`config.mk`:
```
export PLATFORM = sky130hd
export DESIGN_NAME = cla_bist
export DESIGN_NICKNAME = d
export VERILOG_FILES = /design/src/rtl/cla_bist.sv
export SDC_FILE = /design/constraint.sdc
export NUM_CORES = 1
export LEC_CHECK = 0
export CAP_MARGIN = 20
export CORE_MARGIN = 4
export CORE_UTILIZATION = 55
export DETAILED_ROUTE_END_ITERATION = 8
export PLACE_DENSITY = 0.8
export RECOVER_POWER = 50
export SETUP_SLACK_MARGIN = 0.1
export SLEW_MARGIN = 20
export SYNTH_ARGS = -nofsm -noshare
export SYNTH_HDL_FRONTEND = slang
export SYNTH_SLANG_ARGS = --single-unit
export TNS_END_PERCENT = 20
```
`constraint.sdc`:
```
create_clock -name clk -period 3.2 [get_ports clk]
set_input_delay 0.96 -clock clk [delete_from_list [all_inputs] [get_ports clk]]
set_output_delay 0.96 -clock clk [all_outputs]
set_load 0.05 [all_outputs]
```
`src/rtl/cla_bist.sv`:
```
// Built-in self-test for the registered CLA adder: sweeps every operand/carry-in
// combination, checks each delayed result against a golden add and latches a verdict.
//   state | meaning
//   IDLE  | outputs parked at 0, waiting for start
//   RUN   | issuing one vector per clock
//   DRAIN | operands at 0 while the last LATENCY results come back
//   DONE  | verdict stable until start or rst
module cla_bist #(
  parameter int WIDTH   = 4,
  parameter int LATENCY = 2
) (
  input  logic                 clk,
  input  logic                 rst,
  input  logic                 start,
  output logic [WIDTH-1:0]     A_out,
  output logic [WIDTH-1:0]     B_out,
  output logic                 C0_out,
  input  logic [WIDTH-1:0]     S_in,
  input  logic                 C4_in,
  output logic                 busy,
  output logic                 done,
  output logic                 pass,
  output logic [2*WIDTH+1:0]   err_count,
  output logic [2*WIDTH:0]     first_fail,
  output logic                 fail_seen
);

  localparam int IW = 2*WIDTH+1;
  localparam int EW = 2*WIDTH+2;
  localparam int RW = WIDTH+1;
  localparam int CW = 4;
  localparam logic [IW-1:0] IDX_LAST   = '1;
  localparam logic [CW-1:0] DRAIN_LOAD = CW'(LATENCY-1);

  localparam logic [1:0] S_IDLE  = 2'd0;
  localparam logic [1:0] S_RUN   = 2'd1;
  localparam logic [1:0] S_DRAIN = 2'd2;
  localparam logic [1:0] S_DONE  = 2'd3;

  logic [1:0]       state_q, state_d;
  logic [IW-1:0]    idx_q, idx_d;
  logic [WIDTH-1:0] a_q, a_d, b_q, b_d;
  logic             c0_q, c0_d;
  logic             busy_q, busy_d, done_q, done_d;
  logic [EW-1:0]    err_q, err_d;
  logic [IW-1:0]    first_q, first_d;
  logic             seen_q, seen_d;
  logic [CW-1:0]    drain_q, drain_d;

  logic             dl_v_q[LATENCY],   dl_v_d[LATENCY];
  logic [IW-1:0]    dl_idx_q[LATENCY], dl_idx_d[LATENCY];
  logic [RW-1:0]    dl_exp_q[LATENCY], dl_exp_d[LATENCY];

  logic [RW-1:0]    exp_cur;
  logic [IW-1:0]    idx_nxt;

  assign exp_cur = {1'b0, idx_q[WIDTH-1:0]} + {1'b0, idx_q[2*WIDTH-1:WIDTH]}
                 + RW'(idx_q[2*WIDTH]);
  assign idx_nxt = idx_q + IW'(1);

  always_comb begin
    state_d = state_q;
    idx_d   = idx_q;
    a_d     = a_q;
    b_d     = b_q;
    c0_d    = c0_q;
    busy_d  = busy_q;
    done_d  = done_q;
    err_d   = err_q;
    first_d = first_q;
    seen_d  = seen_q;
    drain_d = drain_q;

    // The entry for the vector currently on the operand outputs enters the line
    // one clock after issue, so the head lines up with the adder result.
    dl_v_d[0]   = (state_q == S_RUN);
    dl_idx_d[0] = idx_q;
    dl_exp_d[0] = exp_cur;
    for (int j = 1; j < LATENCY; j++) begin
      dl_v_d[j]   = dl_v_q[j-1];
      dl_idx_d[j] = dl_idx_q[j-1];
      dl_exp_d[j] = dl_exp_q[j-1];
    end

    if (dl_v_q[LATENCY-1] && ({C4_in, S_in} != dl_exp_q[LATENCY-1])) begin
      err_d = err_q + EW'(1);
      if (!seen_q) begin
        first_d = dl_idx_q[LATENCY-1];
        seen_d  = 1'b1;
      end
    end

    case (state_q)
      S_IDLE, S_DONE: begin
        if (start) begin
          state_d = S_RUN;
          idx_d   = '0;
          a_d     = '0;
          b_d     = '0;
          c0_d    = 1'b0;
          busy_d  = 1'b1;
          done_d  = 1'b0;
          err_d   = '0;
          first_d = '0;
          seen_d  = 1'b0;
        end
      end
      S_RUN: begin
        if (idx_q == IDX_LAST) begin
          state_d = S_DRAIN;
          drain_d = DRAIN_LOAD;
          a_d     = '0;
          b_d     = '0;
          c0_d    = 1'b0;
        end else begin
          idx_d = idx_nxt;
          {c0_d, b_d, a_d} = idx_nxt;
        end
      end
      S_DRAIN: begin
        if (drain_q == '0) begin
          state_d = S_DONE;
          busy_d  = 1'b0;
          done_d  = 1'b1;
        end else begin
          drain_d = drain_q - CW'(1);
        end
      end
      default: state_d = S_IDLE;
    endcase
  end

  always_ff @(posedge clk or posedge rst) begin
    if (rst) begin
      state_q <= S_IDLE;
      idx_q   <= '0;
      a_q     <= '0;
      b_q     <= '0;
      c0_q    <= 1'b0;
      busy_q  <= 1'b0;
      done_q  <= 1'b0;
      err_q   <= '0;
      first_q <= '0;
      seen_q  <= 1'b0;
      drain_q <= '0;
      for (int j = 0; j < LATENCY; j++) begin
        dl_v_q[j]   <= 1'b0;
        dl_idx_q[j] <= '0;
        dl_exp_q[j] <= '0;
      end
    end else begin
      state_q <= state_d;
      idx_q   <= idx_d;
      a_q     <= a_d;
      b_q     <= b_d;
      c0_q    <= c0_d;
      busy_q  <= busy_d;
      done_q  <= done_d;
      err_q   <= err_d;
      first_q <= first_d;
      seen_q  <= seen_d;
      drain_q <= drain_d;
      for (int j = 0; j < LATENCY; j++) begin
        dl_v_q[j]   <= dl_v_d[j];
        dl_idx_q[j] <= dl_idx_d[j];
        dl_exp_q[j] <= dl_exp_d[j];
      end
    end
  end

  assign A_out      = a_q;
  assign B_out      = b_q;
  assign C0_out     = c0_q;
  assign busy       = busy_q;
  assign done       = done_q;
  assign pass       = done_q && (err_q == '0);
  assign err_count  = err_q;
  assign first_fail = first_q;
  assign fail_seen  = seen_q;

endmodule

```
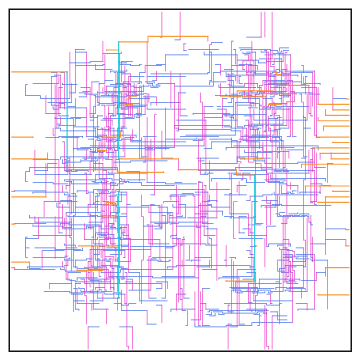
run_1/metal_stack.png
Drawn at 4 px/um.
[met3] orange | wire length: 355 um
[met2] magenta | wire length: 2970 um
[met4] cyan | wire length: 116 um
[met1] blue | wire length: 2990 um

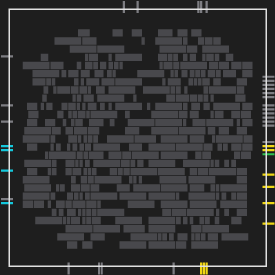
run_1/pins.png
Drawn at 3 px/um. Pins as bars across the die edge, other pins in grey.
[`C4_in`] green | pins: 1 | direction: input | edge: right
[`B_out`] cyan | pins: 4 | direction: output | edge: left
[`first_fail`] yellow | pins: 9 | direction: output | edge: 6 right, 3 bottom
all pins by edge: 20 right, 8 left, 7 bottom, 5 top

==> metrics.yaml, run 1 <==
final-comb-area_um2: 1280
vias: 2380
fillers: 418
async_flop_share: 1.00
synth.distinct_cells: 43
die_y_um: 85.1
cts_tree: "yes"
edf_count: 0
power_density_nw_per_um2: 751
grt_use_total: 0.203
rrSetupSlack_ns: 0.64
grt_pass1_wl_mm: 11.7
warnings: 30
hold_class: "register to register"
fp_util: 0.580
ys_sh_aoi: 0.141
max-slew-margin-rel: 0.369
hold_start: "dl_idx_d[5]"
cellLeakagePower_nw: 1.79
setup_tns_ns: 0
outcome: "complete, no violations"
yosysChipArea_um2: 3270
ys_seq_frac: 0.581
flop_cell: "dfrtp_1"
whs_ns: 0.341
grt_start_max_net_pins: 42
cts_sinks: 76
crit_start: "err_count[2]"
drt-initial-drc-count: 190
root_buffer: "clkbuf_8"
clock.fmax_mhz: 363
wl_met1_mm: 2.99
cp_cell_sequence: "or4_1, nor4_2, buf_4"
area_share_nonclk_buffers: 0.101
yosys.cell_count.top_type: "dfrtp_1"
drive_gt1_frac: 0.0712
gr-usage-met2: 0.298
seq_area_um2: 1900
largest_class: "registers"
cts_made_buffers: 9
die_w_um: 85.1
place_congestion: 0.847
setup_ws_ns: 0.443
syn-num-nets: 324
place_inst: 407
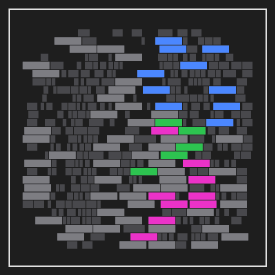
run_1/registers.png
Drawn at 3 px/um. Other sequential cells in the stronger grey, the rest of the logic in the fainter grey.
[`dl_idx_q`] magenta | flops: 9
[`dl_exp_q`] green | flops: 5
[`err_count`] blue | flops: 10
not coloured: 52

[run 1: flip-flops by register name (all words and copies together) (netlist names), 5 cells and up]
| name | count |
|---|---|
| dl_idx_q | 9 |
| dl_exp_d | 5 |
| dl_exp_q | 5 |
| first_fail | 9 |
| dl_idx_d | 9 |
| err_count | 10 |
| idx_q | 9 |
[run 1: critical path: cells and delay by family (launching register included)]
kind          cells  cell delay [ns]
simple gates      2             0.73
buf+inv           1             0.24
flops             1             0.47
[run 1: where the power goes]
| group | internal (mW) | total, mW | leakage (nW) | switching [mW] |
|---|---|---|---|---|
| clock network | 0.300 | 0.696 | 0.0943 | 0.396 |
| logic | 0.302 | 1.01 | 0.657 | 0.708 |
| registers | 1.11 | 1.23 | 1.04 | 0.126 |
==> run 2, diff against run 1 <==
- CORE_MARGIN: 4 -> 5
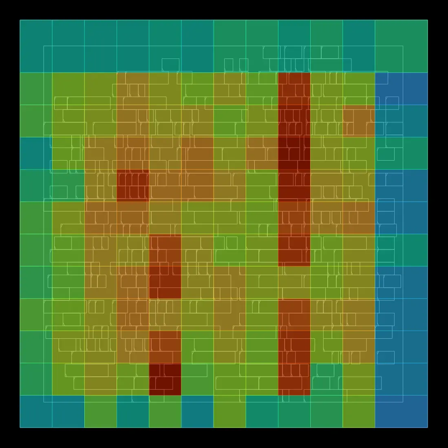
run_2/final_congestion.png
grt peak-use layer: met2
Util after Layout: 0.672
GR Util met3: 0.0350
Avg WL per Cell: 15.6 um
routing usage on met2: 0.308

==> run 2 against run 1 <==
Against the previous run:
- count of clock-buffer cells in the layout up 2
- global-route usage down 0.45 points
- cell count up 0.71%
- setup slack worse by 0.0032 ns
- combinational power about the same
- sequential share of layout area down 0.19 points
- worst hold slack better by 0.0097 ns
- synthesized cell count unchanged
- utilization down 2.2 points
- area after synthesis unchanged
==> metrics.yaml, run 2 <==
p_sw_mw: 1.19  # was 1.23 mW
cts_sinks: 76  # unchanged
area_share_nonclk_buffers: 0.101  # about the same
top_cells_by_count: "76 x dfrtp_1, 41 x o21ai_0, 31 x nand2_1"  # unchanged
end_kind: "output pin"  # unchanged
grt_start_max_net_pins: 40  # was 42
setup_tns_ns: 0  # unchanged
cellLeakagePower_nw: 1.80  # was 1.79 nW
p_seq_frac: 0.412  # was 0.420
seq_area_um2: 1900  # unchanged
final_area_um2: 3930  # was 3920 um2
flop_cell: "dfrtp_1"  # unchanged
power-top-group: "sequential cells"  # unchanged
lay_top_count: "dfrtp_1"  # unchanged
syn_area_um2: 3270  # unchanged
power.internal_mw: 1.80  # was 1.71 mW
rr_startpoint: "idx_q[0]"  # unchanged
core_um2: 5850  # was 5640 um2
warnings: 30  # unchanged
wl_met1_mm: 2.97  # was 2.99 mm
power_density_nw_per_um2: 759  # was 751 nW/um2
top_area_frac: 0.581  # unchanged
place_inst: 410  # was 407
via_per_inst: 5.51  # was 5.63
crit_start: "err_count[2]"  # unchanged
clock.fmax_mhz: 362  # was 363 MHz
cts_tree: "yes"  # unchanged
yosysChipArea_um2: 3270  # unchanged
n_all_inverters: 16  # unchanged
placed_cell_area_um2: 3740  # was 3750 um2
hold_start: "dl_exp_d[2]"  # was dl_idx_d[5]
max-cap-violations: 0  # unchanged
max-slew-margin-rel: 0.378  # was 0.369
edf_count: 0  # unchanged
fillers: 432  # was 418
syn-num-nets: 324  # unchanged
htreeDepth: 3  # unchanged
drive_gt1_frac: 0.0712  # unchanged
crit_type: "register to output pin"  # unchanged
met1_usage: 0.269  # was 0.286
yosys_cells: 302  # unchanged
place_congestion: 0.806  # was 0.847
whs_ns: 0.350  # was 0.341 ns
wl_mm: 6.65  # was 6.43 mm
clockBufferDepth: 2  # unchanged
cp_cell_sequence: "or4_1, nor4_2, buf_4"  # unchanged
fp_util: 0.559  # was 0.580
cts_resized: 0  # unchanged
vias: 2347  # was 2380
p_comb_mw: 1.03  # was 1.01 mW
hold_class: "register to register"  # unchanged
cts_made_buffers: 9  # unchanged
yosys.cell_count.top_type: "dfrtp_1"  # unchanged
root_buffer: "clkbuf_8"  # unchanged
drt-initial-drc-count: 148  # was 190
setup_ws_ns: 0.440  # was 0.443 ns
portBuffers: 39  # unchanged
netSwitchingFraction: 0.398  # was 0.418
p_clk_mw: 0.730  # was 0.696 mW
ys_seq_frac: 0.581  # unchanged
largest_class: "registers"  # unchanged
cts.clk_slew.worst_paths_ns: 0.08  # was 0.09 ns
clkCellAreaFrac: 0.0506  # was 0.0482
async_flop_share: 1.00  # unchanged
p_clk_frac: 0.245  # was 0.237
die_y_um: 87.1  # was 85.1 um
pwr-share-comb: 0.344  # about the same
yosysWarnings: 0  # unchanged
remaining_drc_errors: 0  # unchanged
synth.distinct_cells: 43  # unchanged
outcome: "complete, no violations"  # unchanged
largest_reg_flops: 10  # unchanged
final-comb-area_um2: 1280  # unchanged
comb-cell-share: 0.325  # was 0.327
grt_use_total: 0.198  # was 0.203
holdBufCountCts: 0  # unchanged
top_area_cell: "dfrtp_1"  # unchanged
grt_pass1_wl_mm: 11.4  # was 11.7 mm
post-route-min-period_ns: 2.76  # about the same
die_w_um: 87.1  # was 85.1 um
pg_seq_mw: 1.23  # about the same
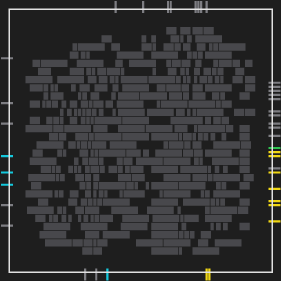
run_2/pins.png
Drawn at 3 px/um. Pins as bars across the die edge, other pins in grey.
[`B_out`] cyan | pins: 4 | direction: output | edge: 3 left, 1 bottom
[`C4_in`] green | pins: 1 | direction: input | edge: right
[`first_fail`] yellow | pins: 9 | direction: output | edge: 7 right, 2 bottom
all pins by edge: 19 right, 8 left, 8 top, 5 bottom

run 2: path summary, 6_finish.rpt:
check	end	slack, ns	cells past startpoint
setup reg to reg	drain_q[3]	0.53	9
min in group asynchronous	dl_exp_q[0]	1.32	3
hold / removal	dl_exp_q[2]	0.35	0
setup / recovery	pass	0.44	3
max in group asynchronous	dl_idx_d[0]	1.26	3
hold reg to reg	dl_exp_q[2]	0.35	0
run 2: logic make-up (layout without fill, tap and decap cells):
group	Yosys count	after routing	synth area share
compound gates	77	77	0.141
xor+xnor	18	18	0.0482
fa+ha+maj	14	14	0.0581
buf+inv	24	73	0.0298
flops	76	76	0.581
mux	1	1	0.00306
simple gates	92	92	0.139
run 2: worst max-delay path, delay by kind of cell, from the launching register on:
kind,cells,cell delay [ns]
DFF,1,0.47
and+or+nand+nor,2,0.74
buffers and inverters,1,0.24
==> run 3, diff against run 2 <==
- ABC_CLOCK_PERIOD_IN_PS: default -> 3200
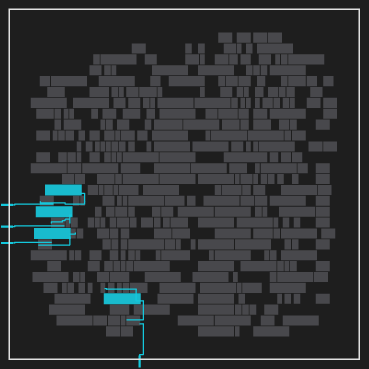
run_3/port_nets.png
Drawn at 4 px/um.
[`B_out`] cyan | direction: output | edge: 3 left, 1 bottom | end cells: 4 | buffers: 4 | wire: 101 um

==> run 3 against run 2 <==
Against the previous run:
- setup slack is the same
- worst hold slack is the same
- area after synthesis is the same
- first-iteration DRC count is the same
- routed wire length is the same
- non-clock buffer count is the same
- total power is the same
- maximum frequency is the same
- flip-flop count is the same
- critical path depth is the same
- cell count is the same
- sequential share of layout area is the same
- largest power group unchanged
- highest routed layer unchanged
==> metrics.yaml, run 3 <==
wl_met1_mm: 2.97  # unchanged
cts_sinks: 76  # unchanged
grt_start_max_net_pins: 40  # unchanged
fillers: 432  # unchanged
syn_area_um2: 3270  # unchanged
warnings: 30  # unchanged
synthXorXnorAreaFrac: 0.0482  # unchanged
end_kind: "output pin"  # unchanged
setup_tns_ns: 0  # unchanged
placed_cell_area_um2: 3740  # unchanged
comb-cell-share: 0.325  # unchanged
largest_reg_flops: 10  # unchanged
hold_path_end: "dl_exp_q[2]"  # unchanged
cts_tree: "yes"  # unchanged
cp-endpoint: "pass"  # unchanged
max-slew-margin-rel: 0.378  # unchanged
htreeDepth: 3  # unchanged
portBuffers: 39  # unchanged
top_area_cell: "dfrtp_1"  # unchanged
n_all_inverters: 16  # unchanged
core_um2: 5850  # unchanged
cts_made_buffers: 9  # unchanged
max-cap-violations: 0  # unchanged
worstRegToRegCells: 9  # unchanged
final_core_util: 0.672  # unchanged
rr_startpoint: "idx_q[0]"  # unchanged
outcome: "complete, no violations"  # unchanged
post-route-min-period_ns: 2.76  # unchanged
r2r_end: "drain_q[3]"  # unchanged
hold_class: "register to register"  # unchanged
synthMuxAreaShare: 0.00306  # unchanged
root_buffer: "clkbuf_8"  # unchanged
synthTopLogicFamily: "AND-OR/OR-AND gates"  # unchanged
die_w_um: 87.1  # unchanged
final-comb-area_um2: 1280  # unchanged
simple_gate_area_frac: 0.139  # unchanged
place_inst: 410  # unchanged
vias: 2347  # unchanged
clkCellAreaFrac: 0.0506  # unchanged
synth-adder-area-share: 0.0581  # unchanged
wire_per_inst_um: 15.6  # unchanged
flop_cell: "dfrtp_1"  # unchanged
remaining_drc_errors: 0  # unchanged
drt-initial-drc-count: 148  # unchanged
crit_type: "register to output pin"  # unchanged
yosys.cell_count.top_type: "dfrtp_1"  # unchanged
area_share_nonclk_buffers: 0.101  # unchanged
hold_depth: 0  # unchanged
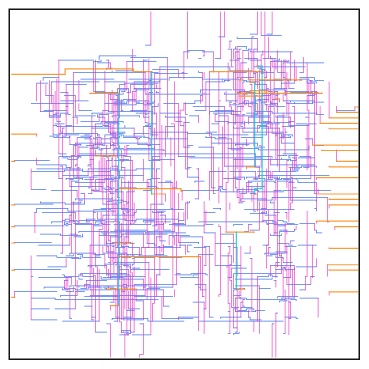
run_3/metal_stack.png
Drawn at 4 px/um.
[met1] blue | wire length: 2970 um
[met2] magenta | wire length: 3210 um
[met4] cyan | wire length: 154 um
[met3] orange | wire length: 329 um

==> run 3: cell counts in the layout (fill, tap and decap cells not counted) <==
No cell type changed its count.
==> run 3: layer usage <==
| layer | GRT usage | vias to the layer above |
|---|---|---|
| met5 | 0 | - |
| met3 | 0.0350 | 11 |
| li1 | - | 1138 |
| met2 | 0.308 | 61 |
| met4 | 0.0990 | 0 |
| met1 | 0.269 | 1137 |
==> run 3: power breakdown <==
part | internal [mW] | leakage [nW] | switching, mW | total, mW
combinational | 0.305 | 0.660 | 0.722 | 1.03
clock | 0.385 | 0.104 | 0.345 | 0.730
sequential | 1.11 | 1.04 | 0.121 | 1.23
total | 1.80 | 1.80 | 1.19 | 2.99
==> run 3: worst max-delay path: stages (launching register included) <==
cell and delay [ns]:
dfrtp_1 0.47, or4_1 0.51, nor4_2 0.23, buf_4 0.24
Power is estimated from default activity; no workload was simulated.
